### config.mk
export PLATFORM = sky130hd
export DESIGN_NAME = tow_referee
export DESIGN_NICKNAME = d
export VERILOG_FILES = /design/src/rtl/tow_pkg.sv /design/src/rtl/tow_lfsr.sv /design/src/rtl/tow_referee.sv
export SDC_FILE = /design/constraint.sdc
export NUM_CORES = 1
export LEC_CHECK = 0
export CAP_MARGIN = 25
export CORE_UTILIZATION = 52
export CTS_BUF_LIST = sky130_fd_sc_hd__clkbuf_4
export DETAILED_ROUTE_END_ITERATION = 12
export PLACE_DENSITY = 0.85
export SYNTH_ARGS = -nofsm -noshare
export SYNTH_HDL_FRONTEND = slang
export SYNTH_SLANG_ARGS = --single-unit
### constraint.sdc
create_clock -name clk -period 2.45 [get_ports clk]
set_clock_uncertainty 0.15 [all_clocks]
set_input_delay 0.6125 -clock clk [delete_from_list [all_inputs] [get_ports clk]]
set_output_delay 0.6125 -clock clk [all_outputs]
set_load 0.005 [all_outputs]
### src/rtl/tow_pkg.sv
// Shared definitions for the tug-of-war game: FSM state encoding, LED lamp
// patterns and small elaboration-time helpers.
package tow_pkg;

    typedef enum logic [2:0] {
        RST    = 3'd0,
        SPLASH = 3'd1,
        DARK   = 3'd2,
        GO     = 3'd3,
        SHOW   = 3'd4,
        DONE   = 3'd5
    } tow_state_e;

    localparam int unsigned LAMP_W = 7;
    localparam logic [LAMP_W-1:0] LAMP_DARK   = 7'b0000000;
    localparam logic [LAMP_W-1:0] LAMP_ALL_ON = 7'b1111111;
    localparam logic [LAMP_W-1:0] LAMP_SPLASH = 7'b1001101;
    localparam logic [LAMP_W-1:0] WIN_LEFT    = 7'b1110000;
    localparam logic [LAMP_W-1:0] WIN_RIGHT   = 7'b0000111;

    localparam int unsigned LFSR_W = 8;
    localparam logic [LFSR_W-1:0] LFSR_SEED = 8'hA5;

    function automatic int unsigned max_u(input int unsigned a, input int unsigned b);
        return (a > b) ? a : b;
    endfunction

endpackage

### src/rtl/tow_lfsr.sv
// 8-bit maximal-length LFSR (x^8+x^6+x^5+x^4+1); exposes its low OUT_W bits
// as the random value. A nonzero seed keeps it off the all-zero lock-up state.
module tow_lfsr
    import tow_pkg::*;
#(
    parameter int unsigned OUT_W = 4
) (
    input  logic             clk,
    input  logic             rst,
    input  logic             en,
    output logic [OUT_W-1:0] rnd
);

    logic [LFSR_W-1:0] q;

    always_ff @(posedge clk or posedge rst) begin
        if (rst) begin
            q <= LFSR_SEED;
        end else if (en) begin
            q <= {q[6:0], q[7] ^ q[5] ^ q[4] ^ q[3]};
        end
    end

    assign rnd = q[OUT_W-1:0];

endmodule

### src/rtl/tow_referee.sv
// Round sequencer and press arbiter: splash, random dark wait, go lamp,
// press arbitration and result hold, emitting one-cycle point pulses.
module tow_referee
    import tow_pkg::*;
#(
    parameter int unsigned SPLASH_CYC = 16,
    parameter int unsigned DARK_MIN   = 8,
    parameter int unsigned RAND_BITS  = 4,
    parameter int unsigned GO_TIMEOUT = 64,
    parameter int unsigned SHOW_CYC   = 8
) (
    input  logic       clk,
    input  logic       rst,
    input  logic       pbl,
    input  logic       pbr,
    input  logic       game_over,
    output logic       blank,
    output logic       go_lit,
    output logic       splash,
    output logic       pt_left,
    output logic       pt_right,
    output logic       tie,
    output logic [1:0] jump,
    output logic [2:0] state_o
);

    // Every phase lasts exactly N cycles by loading N-1 and leaving on zero.
    localparam int unsigned MAX_LOAD = max_u(
        max_u(SPLASH_CYC - 32'd1, DARK_MIN + (32'd1 << RAND_BITS) - 32'd2),
        max_u(GO_TIMEOUT - 32'd1, SHOW_CYC - 32'd1));
    localparam int unsigned CNT_W = max_u(32'd1, $clog2(MAX_LOAD + 32'd1));

    localparam logic [CNT_W-1:0] SPLASH_LOAD = CNT_W'(SPLASH_CYC - 32'd1);
    localparam logic [CNT_W-1:0] DARK_BASE   = CNT_W'(DARK_MIN - 32'd1);
    localparam logic [CNT_W-1:0] GO_LOAD     = CNT_W'(GO_TIMEOUT - 32'd1);
    localparam logic [CNT_W-1:0] SHOW_LOAD   = CNT_W'(SHOW_CYC - 32'd1);

    tow_state_e           state, state_nx;
    logic [CNT_W-1:0]     cnt, cnt_nx, dark_load;
    logic [RAND_BITS-1:0] rnd;
    logic                 pbl_q, pbr_q, edge_l, edge_r;
    logic                 pt_left_nx, pt_right_nx, tie_nx;
    logic [1:0]           jump_nx;

    tow_lfsr #(.OUT_W(RAND_BITS)) u_lfsr (
        .clk (clk),
        .rst (rst),
        .en  (1'b1),
        .rnd (rnd)
    );

    assign edge_l    = pbl & ~pbl_q;
    assign edge_r    = pbr & ~pbr_q;
    assign dark_load = DARK_BASE + CNT_W'(rnd);
    assign state_o   = state;

    always_ff @(posedge clk or posedge rst) begin
        if (rst) begin
            state    <= RST;
            cnt      <= '0;
            pbl_q    <= 1'b0;
            pbr_q    <= 1'b0;
            blank    <= 1'b1;
            go_lit   <= 1'b0;
            splash   <= 1'b0;
            pt_left  <= 1'b0;
            pt_right <= 1'b0;
            tie      <= 1'b0;
            jump     <= 2'b00;
        end else begin
            state    <= state_nx;
            cnt      <= cnt_nx;
            pbl_q    <= pbl;
            pbr_q    <= pbr;
            blank    <= (state_nx == RST) || (state_nx == DARK);
            go_lit   <= (state_nx == GO);
            splash   <= (state_nx == SPLASH);
            pt_left  <= pt_left_nx;
            pt_right <= pt_right_nx;
            tie      <= tie_nx;
            jump     <= jump_nx;
        end
    end

    always_comb begin
        state_nx    = state;
        cnt_nx      = (cnt != '0) ? cnt - CNT_W'(1) : cnt;
        pt_left_nx  = 1'b0;
        pt_right_nx = 1'b0;
        tie_nx      = 1'b0;
        jump_nx     = 2'b00;
        case (state)
            RST: begin
                state_nx = SPLASH;
                cnt_nx   = SPLASH_LOAD;
            end
            SPLASH: begin
                if (cnt == '0) begin
                    state_nx = DARK;
                    cnt_nx   = dark_load;
                end
            end
            // A press before the lamp is a false start: the other side scores.
            DARK: begin
                if (edge_l || edge_r) begin
                    state_nx    = SHOW;
                    cnt_nx      = SHOW_LOAD;
                    tie_nx      = edge_l & edge_r;
                    pt_right_nx = edge_l & ~edge_r;
                    pt_left_nx  = edge_r & ~edge_l;
                    jump_nx     = {edge_l, edge_r};
                end else if (cnt == '0) begin
                    state_nx = GO;
                    cnt_nx   = GO_LOAD;
                end
            end
            GO: begin
                if (edge_l || edge_r) begin
                    state_nx    = SHOW;
                    cnt_nx      = SHOW_LOAD;
                    tie_nx      = edge_l & edge_r;
                    pt_left_nx  = edge_l & ~edge_r;
                    pt_right_nx = edge_r & ~edge_l;
                end else if (cnt == '0) begin
                    state_nx = SHOW;
                    cnt_nx   = SHOW_LOAD;
                end
            end
            SHOW: begin
                if (cnt == '0) begin
                    if (game_over) begin
                        state_nx = DONE;
                    end else begin
                        state_nx = DARK;
                        cnt_nx   = dark_load;
                    end
                end
            end
            DONE: state_nx = DONE;
            default: state_nx = RST;
        endcase
    end

endmodule

**Run 1: PDN straps and rails**

The bar under the picture is 20 µm long. Pins as bars on the die edge.
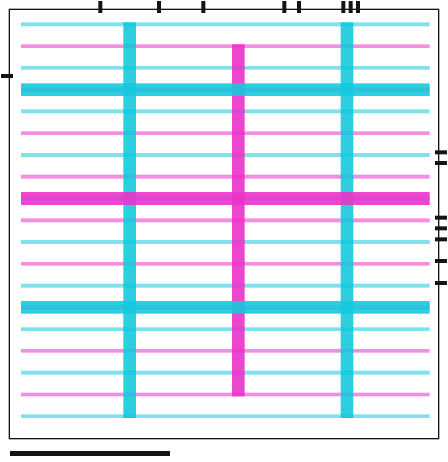
colour	net
cyan	VSS
magenta	VDD
signal pins	16
rows	18
Die Width: 53.5 µm
maximum VDD drop: 0.409 mV
area of the core: 0.00250 mm²
Die H: 53.5 µm

**Run 1: placed cells, one colour a class**

The bar under the picture is 20 µm long.
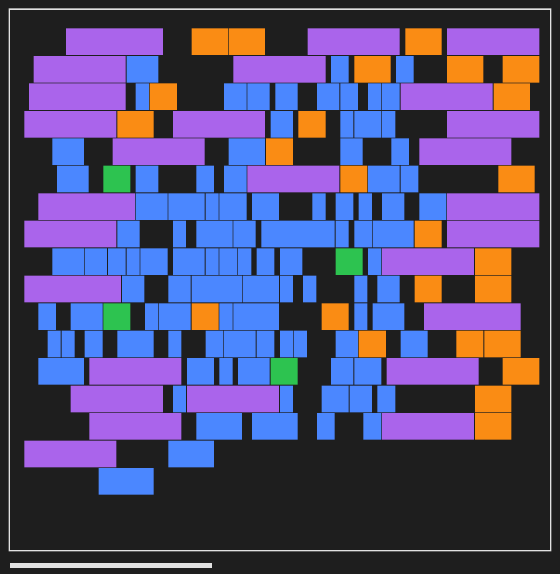
colour	class	cells	share of their area
blue	all other logic	100	41%
orange	other buffers and delay cells	25	14%
green	clock drivers and dummy loads	4	1.9%
purple	flip-flops	27	43%
fin area: 0.00164 mm²
final core utilization: 0.654
Rows: 18
fraction of area in registers: 0.417

==> Changelog: implementation, run 1 <==
### Implementation results

- Clk cell area share: 0.0184
- Internal power: 0.000536 W
- CP max stage delay: 650 ps
- Flip-flops: 27
- RSZ-0062 raised after global routing: no
- Worst slew margin: 0.691
- FF-to-FF End: cnt[0]
- DRT Pass-1 Iters: 4
- Setup crit start: state_o[2]
- Largest net degree at the start of global routing: 28
- Hold Path Sink: u_lfsr.q[7]
- Busiest grt layer: met2
- Top delay family on crit path: flip-flops
- Worst Path Required: 1690 ps
- Cell total in the yosys stat output: 134
- Top cells excl fill/tap: dfrtp_1, clkdlybuf4s50_1, nor2_1, buf_4
- WL met2: 1330 µm
- Overflow left after global routing: 0
- Worst hold start: u_lfsr.q[6]
- Status: finished clean
- Power per standard cell area: 415 mW/mm²
- CP bufs+invs: 1
- Leakage: 0.683 nW
- Switching part of the total power: 0.211
- Switch Pwr: 0.000143 W
- Post-cts resize count: 0
- Comb power frac: 0.046
- Sequential cell area: 682 µm²
- Htree depth: 1
- First-pass GRT wire length: 4360 µm
- Number of antenna-violating nets in the routed design: 0
- Yosys warning tally: 0
- Yosys cell types: 44
- Most used logic cell in the final layout: dfrtp_1
- Worst setup margin: 114 ps
- P&R area growth vs syn: 18.7%
- Top power group: registers
- Synth Seq Share: 0.495
- Yosys stat area: 0.00138 mm²
- Compound Share, Synth: 0.187
- Init Core Util: 0.551
- Final GP Congestion: 0.886
- Largest register FFs: 8
- DP HPWL: 1960 µm
**Run 1: clock distribution**

The bar under the picture is 20 µm long.
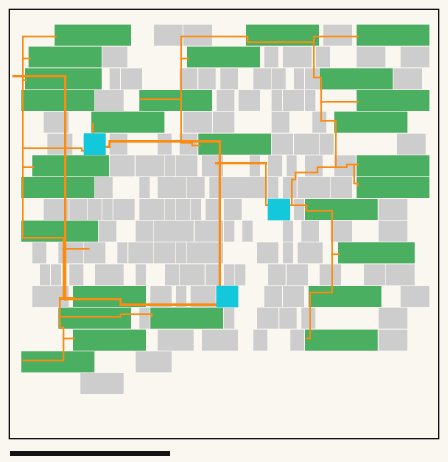
[green] flip-flops | count: 27
[cyan] cells driving clock nets | count: 3
[orange] clock wires | length: 305 µm
routed clock nets	4
Clk pwr share: 0.294
clock-net power: 0.000199 W

## run 1: synthesized netlist by cell type (2+ instances only)
cell type,n
dfstp_2,5
nor2_1,10
a211oi_1,3
ha_1,3
nor3_1,8
nand3_1,3
o21ai_1,2
clkbuf_1,4
or3_1,2
a22oi_1,3
a21oi_1,3
o22ai_1,4
inv_2,2
xnor2_1,7
a31oi_1,3
mux2i_1,2
inv_1,7
nand2b_1,6
nand2_1,8
dfrtp_1,22
nor2b_1,2
o21ai_0,3
## run 1: metrics by stage
stage               instance area (µm²)  utilization
floorplan                          1380            -
global placement                   1610        0.642
detailed placement                 1610        0.642
CTS                                1640        0.654
global route                       1640        0.654
finish                             1640        0.654
**Run 1: routing congestion**

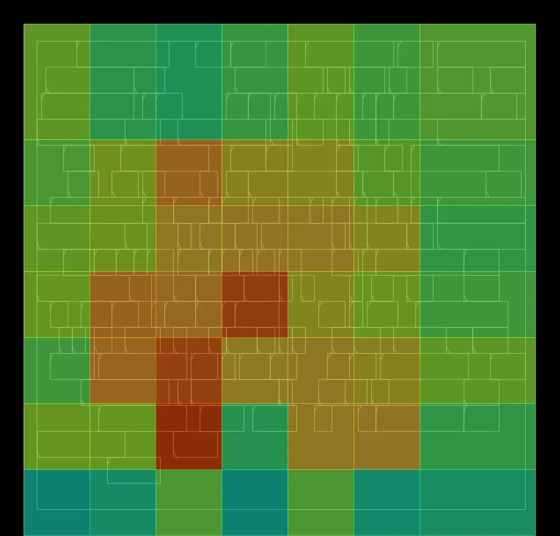

==> run 1 -> run 2 <==
SETUP_SLACK_MARGIN = 0.3   (was not set)
**Run 2: routing congestion**

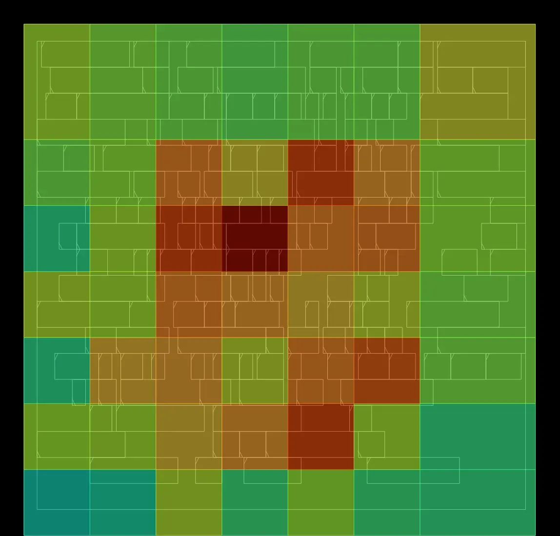
grt met2 use: 0.446
final core utilization: 0.680
met3 usage: 0.0374
WL/cell: 15.9 µm
GR Util met1: 0.296

==> run 2 against run 1 <==
  * Critical path depth increased by 7
  * Die area did not move
  * Hold slack gained 6.1 ps
  * Sequential cell count is the same
  * Clock power down 2%
  * Core utilization increased by 2.6 points
  * Combinational power up 1%
  * Maximum frequency is 9.2% higher
  * Sequential share of layout area shrank 1.4 points
  * Final cell count increased by 1.1%
  * Critical endpoint is now cnt[0]
  * Largest cell class unchanged
  * Largest power group unchanged
==> Changelog: implementation, run 2 <==
### Implementation results

- Status: finished clean (unchanged)
- Comb power frac: 0.046 (about the same)
- Maximum VDD drop: 0.414 mV (was 0.409 mV)
- Yosys warning tally: 0 (unchanged)
- P&R area growth vs syn: 23.3% (was 18.7%)
- Flip-flops: 27 (unchanged)
- Htree depth: 1 (unchanged)
- Overflow left after global routing: 0 (unchanged)
- Sequential cell area: 684 µm² (was 682 µm²)
- Vias in the first global route: 1,112 (was 960)
- Setup_tns: 0 ps (unchanged)
- DRT Pass-1 Iters: 4 (unchanged)
- RSZ-0062 raised after global routing: yes (was no)
- Fraction of area in registers: 0.403 (was 0.417)
- Placement Cell Area: 0.00159 mm² (was 0.00161 mm²)
- Setup CP Type: flop to flop (was flop to output pin)
- Busiest grt layer: met2 (unchanged)
- CP max stage delay: 500 ps (was 650 ps)
- Internal power: 0.000523 W (was 0.000536 W)
- Most numerous cell in the Yosys netlist: dfrtp_1 (unchanged)
- DRT iter0 DRCs: 16 (was 27)
- Post-CTS Setup Bufs: 5 (was 0)
- Rows: 18 (unchanged)
- Worst hold start: u_lfsr.q[6] (unchanged)
- Switch Pwr: 0.000152 W (was 0.000143 W)
- Power per standard cell area: 397 mW/mm² (was 415 mW/mm²)
- Die Width: 53.5 µm (unchanged)
- Cell total in the yosys stat output: 134 (unchanged)
- WL met2: 1570 µm (was 1330 µm)
- Final setup violation count: 0 (unchanged)
- Fin area: 0.00170 mm² (was 0.00164 mm²)
- Compound Share, Synth: 0.187 (unchanged)
- Worst reg2reg startpoint: cnt[1] (was cnt[0])
- Worst Path Required: 2530 ps (was 1690 ps)
- Largest net degree at the start of global routing: 28 (unchanged)
- Yosys cell types: 44 (unchanged)
- Leakage: 0.704 nW (was 0.683 nW)
- Worst setup margin: 312 ps (was 114 ps)
- Post-cts resize count: 7 (was 0)
- DP HPWL: 2090 µm (was 1960 µm)
- Top power group: registers (unchanged)
- Number of antenna-violating nets in the routed design: 0 (unchanged)
- Worst slew margin: 0.744 (was 0.691)
- Die H: 53.5 µm (unchanged)
- Final GP Congestion: 0.869 (was 0.886)
- Clk cell area share: 0.0177 (was 0.0184)
- Top cells excl fill/tap: dfrtp_1, clkdlybuf4s50_1, buf_4, nor2_1 (was dfrtp_1, clkdlybuf4s50_1, nor2_1, buf_4)
- Switching part of the total power: 0.225 (was 0.211)
- Invs w/o clock: 9 (unchanged)
- Min-delay worst type: flop to flop (unchanged)
- CP dominant cell by count: ha_4
- First-pass GRT wire length: 5020 µm (was 4360 µm)
- Place WS: -32.9 ps (was -18.1 ps)
- Synth Seq Share: 0.495 (unchanged)
- Largest register FFs: 8 (unchanged)
- Comb area: 663 µm² (was 627 µm²)
- Post-synth top cells: dfrtp_1, nor2_1, nand2_1, nor3_1 (unchanged)
- Area of the core: 0.00250 mm² (unchanged)
## run 2: cell counts after synthesis
Identical to the previous run, type by type.
## run 2: how the worst max path moves through the flow
| stage | startpoint | endpoint | cells past startpoint |
|---|---|---|---|
| after floorplan | cnt[0] | cnt[0] | 9 |
| after global placement | pbl | cnt[4] | 6 |
| after detailed placement | pbr | cnt[4] | 6 |
| after CTS | cnt[1] | cnt[0] | 8 |
| after global routing | cnt[1] | cnt[0] | 8 |
| final | cnt[1] | cnt[0] | 8 |
## run 2: critical path, delay by kind of cell (launching register included)
| family | cells | cell delay (ps) |
|---|---|---|
| AND/OR/NAND/NOR | 2 | 670 |
| flip-flops | 1 | 420 |
| adder cells (fa/ha/maj) | 2 | 360 |
| AND-OR/OR-AND | 2 | 280 |
| buffers and inverters | 2 | 160 |
**Run 2: placed cells, one colour a class**

The bar under the picture is 20 µm long.
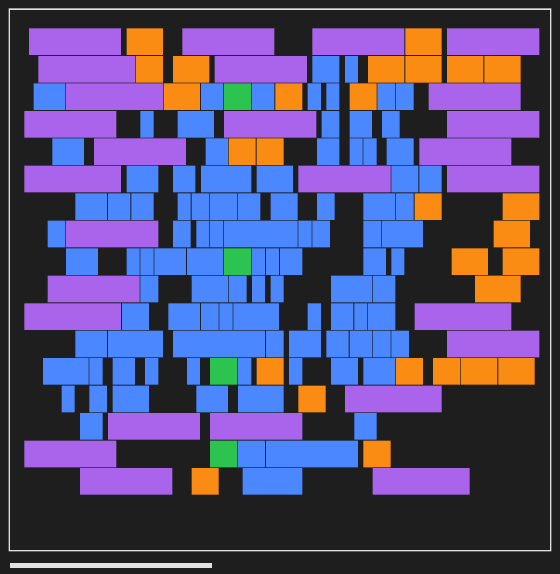

==> run 2 -> run 3 <==
CELL_PAD_IN_SITES_DETAIL_PLACEMENT = 1   (was not set)
CELL_PAD_IN_SITES_GLOBAL_PLACEMENT = 2   (was not set)
CORE_UTILIZATION = 32   (was 52)
CTS_BUF_LIST = sky130_fd_sc_hd__clkbuf_16   (was sky130_fd_sc_hd__clkbuf_4)
PLACE_DENSITY = 0.82   (was 0.85)
**Run 3: placed cells, one colour a class**

The bar under the picture is 20 µm long.
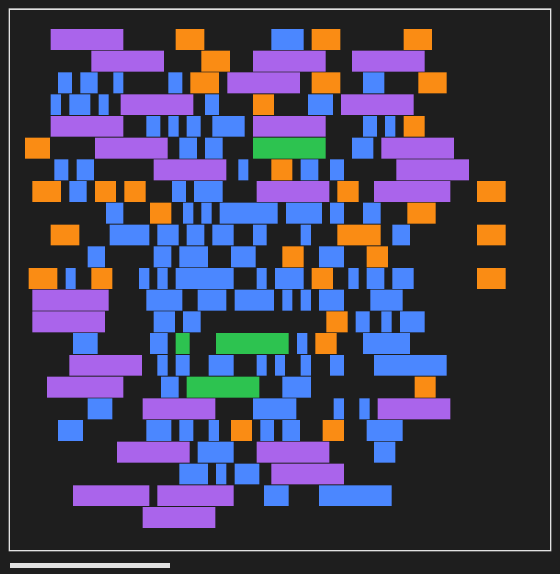
colour	class	cells	share of their area
green	clock drivers and dummy loads	4	4.5%
purple	flip-flops	27	38%
blue	all other logic	100	41%
orange	other buffers and delay cells	32	16%
area of the core: 0.00406 mm²
fin area: 0.00185 mm²

==> run 3 against run 2 <==
  * Die area rose by 60%
  * Synthesized area did not move
  * Via count rose by 2.0%
  * Hold slack got worse by 16 ps
  * Total power rose by 26%
  * Sequential power barely moved
==> Changelog: implementation, run 3 <==
### Implementation results

- Die H: 67.6 µm (was 53.5 µm)
- CP dominant cell by count: ha_4 (unchanged)
- WL met2: 1760 µm (was 1570 µm)
- P&R area growth vs syn: 34.3% (was 23.3%)
- Cell total in the yosys stat output: 134 (unchanged)
- RSZ-0062 raised after global routing: yes (unchanged)
- Vias in the first global route: 1,173 (was 1,112)
- Grt met2 use: 0.272 (was 0.446)
- DRT iter0 DRCs: 45 (was 16)
- Number of antenna-violating nets in the routed design: 0 (unchanged)
- Place WS: -48.2 ps (was -32.9 ps)
- Post-CTS Setup Bufs: 3 (was 5)
- Status: finished clean (unchanged)
- First-pass GRT wire length: 5790 µm (was 5020 µm)
- Maximum VDD drop: 0.281 mV (was 0.414 mV)
- Most used logic cell in the final layout: dfrtp_1 (unchanged)
- Htree depth: 1 (unchanged)
- Met3 usage: 0.0220 (was 0.0374)
- WL/cell: 16.8 µm (was 15.9 µm)
- Yosys stat area: 0.00138 mm² (unchanged)
- Flip-flops: 27 (unchanged)
- Final setup violation count: 0 (unchanged)
- Switching part of the total power: 0.199 (was 0.225)
- Sequential cell area: 682 µm² (was 684 µm²)
- Rows: 23 (was 18)
- Yosys warning tally: 0 (unchanged)
- Switch Pwr: 0.000169 W (was 0.000152 W)
- DP HPWL: 2420 µm (was 2090 µm)
- Clock-net power: 0.000368 W (was 0.000195 W)
- Comb power frac: 0.038 (was 0.046)
- Fraction of area in registers: 0.368 (was 0.403)
- Min-delay worst type: flop to flop (unchanged)
- Setup_tns: 0 ps (unchanged)
- CP max stage delay: 510 ps (was 500 ps)
- Top cells excl fill/tap: dfrtp_1, buf_4, clkdlybuf4s50_1, nor2_1, nand2_1 (was dfrtp_1, clkdlybuf4s50_1, buf_4, nor2_1)
- Most numerous cell in the Yosys netlist: dfrtp_1 (unchanged)
- Final core utilization: 0.456 (was 0.680)
- DRT Pass-1 Iters: 4 (unchanged)
- Die Width: 67.6 µm (was 53.5 µm)
- Top delay family on crit path: simple AND/OR/NAND/NOR gates (unchanged)
- Invs w/o clock: 9 (unchanged)
- Compound Share, Synth: 0.187 (unchanged)
- Setup CP Type: flop to flop (unchanged)
run 3: cell counts after synthesis:
Identical to the previous run, type by type.
run 3: cells by family (layout without fill, tap and decap cells):
logic type | Yosys count | count (layout)
and+or+nand+nor | 44 | 44
AOI/OAI and AO/OA | 34 | 34
DFF | 27 | 27
buffers and inverters | 16 | 45
xor gates and xnor gates | 8 | 8
adders and majority gates | 3 | 3
muxes | 2 | 2
run 3: final timing paths:
path,endpoint,cells past startpoint,from,slack (ps)
worst max register to register,cnt[0],8,cnt[0],320
worst max-delay path,cnt[0],8,cnt[0],320
min in group asynchronous,u_lfsr.q[6],3,rst,560
worst min-delay path,u_lfsr.q[7],0,u_lfsr.q[6],210
max in group asynchronous,blank,3,rst,1290
worst min register to register,u_lfsr.q[7],0,u_lfsr.q[6],210

## Gallery

Metal layers overlaid.
panel A
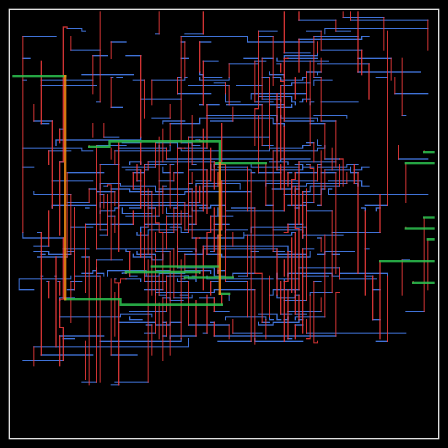
panel B
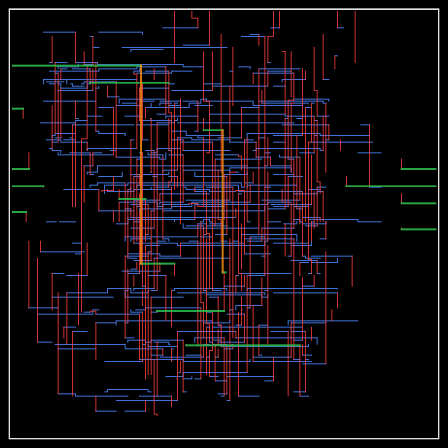
panel C
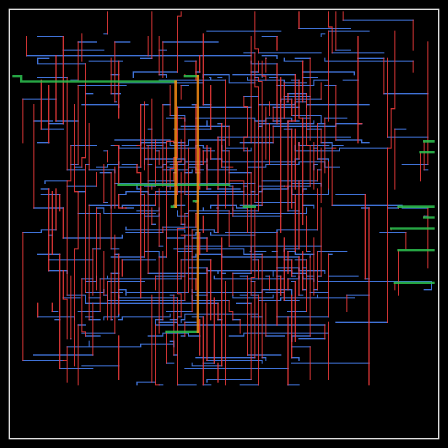
- most wire: panel B
Panel C is run 2.
Panel A is run 1.
Panel B is run 3.

Key to panel A:
colour	layer	wire length
blue	met1	1,250 µm
red	met2	1,330 µm
orange	met4	44.2 µm
green	met3	95.8 µm

Power figures rest on the tool's default switching activity, not on a simulated workload.
